==> images/density.png <==
Scale: 4 px per µm. 9 x 9 tiles, from dark blue (low) to red (high), 0 to 100% covered.
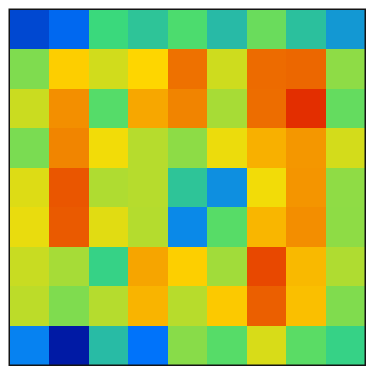
==> images/clock_map.png <==
Scale: 4 px per µm.
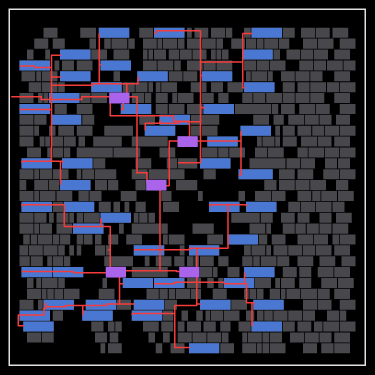
==> images/port_nets.png <==
Scale: 3 px per µm.
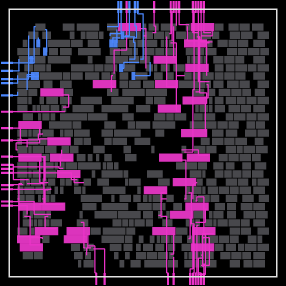
`src/rtl/apb_pkg.sv`:
```
// Shared types and default widths for the APB completer bridge.
package apb_pkg;

  localparam int DEF_DATA_WIDTH = 32;
  localparam int DEF_ADDR_WIDTH = 10;

  typedef enum logic {
    IDLE   = 1'b0,
    ACCESS = 1'b1
  } state_e;

endpackage

```
`src/rtl/apb_slave_if.sv`:
```
// APB4 bus signals between the interconnect (master) and this bridge (slave).
interface apb_slave_if
  import apb_pkg::*;
#(
  parameter int DATA_WIDTH = DEF_DATA_WIDTH,
  parameter int ADDR_WIDTH = DEF_ADDR_WIDTH
);

  localparam int BYTES_PER_WORD = DATA_WIDTH / 8;

  logic [ADDR_WIDTH-1:0]     paddr;
  logic [2:0]                pprot;
  logic                      psel;
  logic                      penable;
  logic                      pwrite;
  logic [DATA_WIDTH-1:0]     pwdata;
  logic [BYTES_PER_WORD-1:0] pstrb;
  logic                      pready;
  logic [DATA_WIDTH-1:0]     prdata;
  logic                      pslverr;

  modport master (
    output paddr, pprot, psel, penable, pwrite, pwdata, pstrb,
    input  pready, prdata, pslverr
  );

  modport slave (
    input  paddr, pprot, psel, penable, pwrite, pwdata, pstrb,
    output pready, prdata, pslverr
  );

endinterface

```
`src/rtl/apb_slave.sv`:
```
// APB4 completer bridge: registers each APB setup phase into a request for the local
// completer and returns its response onto the bus in the same cycle it arrives.
module apb_slave
  import apb_pkg::*;
#(
  parameter  int DATA_WIDTH     = DEF_DATA_WIDTH,
  parameter  int ADDR_WIDTH     = DEF_ADDR_WIDTH,
  localparam int BYTES_PER_WORD = DATA_WIDTH / 8
) (
  input  logic                      pclk,
  input  logic                      preset,
  apb_slave_if.slave                apb,
  input  logic                      completer_data_valid,
  input  logic [DATA_WIDTH-1:0]     completer_read_data,
  input  logic                      completer_error,
  output logic [ADDR_WIDTH-1:0]     slave_address,
  output logic [2:0]                slave_protection,
  output logic                      slave_read_write,
  output logic [DATA_WIDTH-1:0]     slave_write_data,
  output logic [BYTES_PER_WORD-1:0] slave_strobe,
  output logic                      slave_data_ready
);

  state_e                    state_q, state_d;
  logic [ADDR_WIDTH-1:0]     addr_q, addr_d;
  logic [2:0]                prot_q, prot_d;
  logic                      write_q, write_d;
  logic [DATA_WIDTH-1:0]     wdata_q, wdata_d;
  logic [BYTES_PER_WORD-1:0] strb_q, strb_d;
  logic                      req_q, req_d;

  always_ff @(posedge pclk) begin
    if (preset) begin
      state_q <= IDLE;
      addr_q  <= '0;
      prot_q  <= '0;
      write_q <= 1'b0;
      wdata_q <= '0;
      strb_q  <= '0;
      req_q   <= 1'b0;
    end else begin
      state_q <= state_d;
      addr_q  <= addr_d;
      prot_q  <= prot_d;
      write_q <= write_d;
      wdata_q <= wdata_d;
      strb_q  <= strb_d;
      req_q   <= req_d;
    end
  end

  always_comb begin
    state_d     = state_q;
    addr_d      = addr_q;
    prot_d      = prot_q;
    write_d     = write_q;
    wdata_d     = wdata_q;
    strb_d      = strb_q;
    req_d       = req_q;
    apb.pready  = 1'b0;
    apb.prdata  = '0;
    apb.pslverr = 1'b0;

    unique case (state_q)
      IDLE: begin
        if (apb.psel && !apb.penable) begin
          addr_d  = apb.paddr;
          prot_d  = apb.pprot;
          write_d = apb.pwrite;
          wdata_d = apb.pwdata;
          strb_d  = apb.pwrite ? apb.pstrb : '0;
          req_d   = 1'b1;
          state_d = ACCESS;
        end
      end
      ACCESS: begin
        // Dropping psel before completion is a requester protocol violation: abandon the request.
        if (!apb.psel) begin
          req_d   = 1'b0;
          state_d = IDLE;
        end else if (apb.penable && completer_data_valid) begin
          apb.pready  = 1'b1;
          apb.pslverr = completer_error;
          apb.prdata  = write_q ? '0 : completer_read_data;
          req_d       = 1'b0;
          state_d     = IDLE;
        end
      end
      default: state_d = IDLE;
    endcase
  end

  assign slave_address    = addr_q;
  assign slave_protection = prot_q;
  assign slave_read_write = write_q;
  assign slave_write_data = wdata_q;
  assign slave_strobe     = strb_q;
  assign slave_data_ready = req_q;

endmodule

```
`src/flat_wrapper.sv`:
```
// flat-port wrapper written by rule: the top's interface ports become plain ports
module apb_slave_flat import apb_pkg::*;
#(
  parameter  int DATA_WIDTH     = DEF_DATA_WIDTH,
  parameter  int ADDR_WIDTH     = DEF_ADDR_WIDTH,
  localparam int BYTES_PER_WORD = DATA_WIDTH / 8
)
  (pclk, preset, completer_data_valid, completer_read_data, completer_error, slave_address, slave_protection, slave_read_write, slave_write_data, slave_strobe, slave_data_ready, apb_paddr, apb_pprot, apb_psel, apb_penable, apb_pwrite, apb_pwdata, apb_pstrb, apb_pready, apb_prdata, apb_pslverr);
  apb_slave_if #(.DATA_WIDTH(DATA_WIDTH), .ADDR_WIDTH(ADDR_WIDTH)) apb_i ();
  input  logic pclk;
  input  logic preset;
  input  logic completer_data_valid;
  input  logic [DATA_WIDTH-1:0] completer_read_data;
  input  logic completer_error;
  output logic [ADDR_WIDTH-1:0] slave_address;
  output logic [2:0] slave_protection;
  output logic slave_read_write;
  output logic [DATA_WIDTH-1:0] slave_write_data;
  output logic [BYTES_PER_WORD-1:0] slave_strobe;
  output logic slave_data_ready;
  input wire logic [$bits(apb_i.paddr)-1:0] apb_paddr;
  input wire logic [$bits(apb_i.pprot)-1:0] apb_pprot;
  input wire logic [$bits(apb_i.psel)-1:0] apb_psel;
  input wire logic [$bits(apb_i.penable)-1:0] apb_penable;
  input wire logic [$bits(apb_i.pwrite)-1:0] apb_pwrite;
  input wire logic [$bits(apb_i.pwdata)-1:0] apb_pwdata;
  input wire logic [$bits(apb_i.pstrb)-1:0] apb_pstrb;
  output wire logic [$bits(apb_i.pready)-1:0] apb_pready;
  output wire logic [$bits(apb_i.prdata)-1:0] apb_prdata;
  output wire logic [$bits(apb_i.pslverr)-1:0] apb_pslverr;
  assign apb_i.paddr = apb_paddr;
  assign apb_i.pprot = apb_pprot;
  assign apb_i.psel = apb_psel;
  assign apb_i.penable = apb_penable;
  assign apb_i.pwrite = apb_pwrite;
  assign apb_i.pwdata = apb_pwdata;
  assign apb_i.pstrb = apb_pstrb;
  assign apb_pready = apb_i.pready;
  assign apb_prdata = apb_i.prdata;
  assign apb_pslverr = apb_i.pslverr;
  apb_slave #(.DATA_WIDTH(DATA_WIDTH), .ADDR_WIDTH(ADDR_WIDTH)) u_core (.pclk(pclk), .preset(preset), .apb(apb_i), .completer_data_valid(completer_data_valid), .completer_read_data(completer_read_data), .completer_error(completer_error), .slave_address(slave_address), .slave_protection(slave_protection), .slave_read_write(slave_read_write), .slave_write_data(slave_write_data), .slave_strobe(slave_strobe), .slave_data_ready(slave_data_ready));
endmodule
```
`config.mk`:
```
export PLATFORM = sky130hd
export DESIGN_NAME = apb_slave_flat
export DESIGN_NICKNAME = d
export VERILOG_FILES = /design/src/rtl/apb_pkg.sv /design/src/rtl/apb_slave_if.sv /design/src/rtl/apb_slave.sv /design/src/flat_wrapper.sv
export SDC_FILE = /design/constraint.sdc
export NUM_CORES = 1
export LEC_CHECK = 0
export CAP_MARGIN = 0
export CORE_MARGIN = 2
export CORE_UTILIZATION = 29
export CTS_BUF_LIST = sky130_fd_sc_hd__clkbuf_8 sky130_fd_sc_hd__clkbuf_16
export CTS_CLUSTER_DIAMETER = 80
export DETAILED_ROUTE_END_ITERATION = 6
export GPL_TIMING_DRIVEN = 0
export PLACE_DENSITY = 0.87
export RECOVER_POWER = 100
export SETUP_SLACK_MARGIN = 0.05
export SLEW_MARGIN = 40
export SYNTH_ARGS = -nofsm -noshare
export SYNTH_HDL_FRONTEND = slang
export SYNTH_SLANG_ARGS = --single-unit
```
`constraint.sdc`:
```
create_clock -name pclk -period 1.15 [get_ports pclk]
set_input_delay 0.23 -clock pclk [delete_from_list [all_inputs] [get_ports pclk]]
set_output_delay 0.23 -clock pclk [all_outputs]
set_load 0.005 [all_outputs]
```
==> GITHUB_STEP_SUMMARY <==
### Yosys + OpenROAD results

| Metric | Value |
|---|---|
| Status | `finished, violations left` |
| Failing checks | `negative setup slack` |
| # setup viols final | `85` |
| Slew @ Worst Pin | `716 ps` |
| Nets | `586` |
| CTS sink count | `52` |
| Tcrit/Tclk final | `156%` |
| Routed via count | `2,675` |
| Leakage | `2.28 nW` |
| Worst VDD drop | `0.793 mV` |
| Reg power frac | `48.1%` |
| Min-delay src | `preset` |
| Routed Antenna Nets | `0` |
| Max FFs per register | `32` |
| PostCTS Resize Cnt | `around 340` |
| Top area contributor share | `50.1%` |
| Post-synthesis cell type count | `17` |
| Hold EP | `u_core.slave_write_data[13]` |
| Int Pwr | `0.00303 W` |
| Relative slew slack | `52.2%` |
| Rows | `30` |
| CORE AREA | `0.00687 mm²` |
| Drt initial violations | `58` |
| Max cap viols | `0` |
| Top Metal Used | `met4` |
| Share of cells above drive strength 1 | `67.3%` |
| Post-synth top cells | `nand2_1, dfxtp_1, a21oi_1` |
| Comb. pwr | `approximately 0.0011 W` |
| Post-Layout Inst Area | `0.00516 mm²` |
| Synth area leader | `dfxtp_1` |
| Met1 Usage GRT | `between 20 and 25%` |
| Largest delay share family, worst path | `simple AND/OR/NAND/NOR gates` |
| First-pass GRT wire length | `11,800 µm` |
| Most common logic cells in the final layout | `clkdlybuf4s50_1, buf_6, dfxtp_2` |
| Congestion Overflow GR | `0` |
| Fillcell total | `460` |
| Worst-path clk slew | `90 ps` |
| Buf/Inv on CP | `3` |
| Seq share, synth | `roughly half` |
| Vias in the first global route | `2,478` |
| Synth warn | `0` |
| Adder share | `0%` |
| Flop count | `52` |
| CP Data Arrival Time | `approximately 1600 ps` |
| Worst reg2reg path startpoint | `u_core.state_q` |
| RSZ-0062 raised after global routing | `yes` |
| Mapped cell area | `0.00208 mm²` |
| Tmin final | `approximately 1800 ps` |
| CTS tree | `yes` |
| CP Launch Point | `u_core.state_q` |
| Postcts setup bufs | `16` |
| Clk cell area share | `1.75%` |
| Non-Filler Instances | `595` |
| Hold depth | `2` |
| Min-Delay Path Class | `input port to register` |
| Chip area | `0.00786 mm²` |
| Sw Share | `25.5%` |
| Post-detailed-route DRC marker count | `0` |
| Synth Flop Type | `dfxtp_1` |
| Tap cells | `96` |
| CTS Buf Count | `5` |
| Cells after synthesis | `~270` |
| AND/OR/NAND/NOR Cells, Area Fraction | `a little under a third` |
| GRT Util Overall | `19.4%` |
| Yosys reg bits | `52` |
| Floorplan Nets | `~350` |
| Pins Over Slew Limit | `0` |
| Fmax | `556 MHz` |
| Wire per inst | `15.5 µm` |
| Setup CP Type | `register to primary output` |
| Yosys chip area | `0.00208 mm²` |
| PnR worst setup slack | `-650 ps` |
| Type of origin of the critical path | `register` |
| Max-area cell class | `non-clock buffers` |
| Synth Area in Compound Gates | `12.8%` |
| Max H-tree Level | `2` |
| Reg-to-Reg End | `u_core.slave_address[0]` |
| Area of the multi-input gates | `0.00150 mm²` |
| Crit-path max FO | `8` |
| Plain + repair buffers | `245` |
| Stage-log warning count | `29` |
| Initial antenna violation count | `0` |
| Sequential share of cell area | `about 21%` |
| CTS Root Cell | `clkbuf_8` |
| Synth mux share | `0%` |
| P_sw | `0.00104 W` |
| Clkbuf count | `6` |
| Xor+xnor area frac | `0%` |
| Met3 WL | `a little over 800 µm` |
| Hold Worst Slack | `307 ps` |
About density.png:
The mean over all tiles is 64%. The fullest tile reaches 95%. 32% of the tiles are over 75% full.
FP Core Util: 30.3%
Core Util, Final: 75.1%

About clock_map.png:
Red stands for clock wires, length 619 µm. Blue stands for flip-flops, count 52. Purple stands for cells driving clock nets, count 5.
Position of the flops: all over the die. There are 6 routed clock nets.
Clock Latency Late Sink: 300 ps
Worst Skew: 4.93 ps
part of the power in the clock network: 25.6%
Clk. pwr: 0.00104 W

About port_nets.png:
Blue stands for `apb_paddr`, bits 10, direction input, edge 5 top, 5 left, end cells 10, wire 177 µm. Magenta stands for `slave_write_data`, bits 32, direction output, edge 11 left, 11 top, 10 bottom, end cells 32, wire 914 µm.
port bufs: 171
# IOs: 173

Power figures rest on the tool's default switching activity, not on a simulated workload.
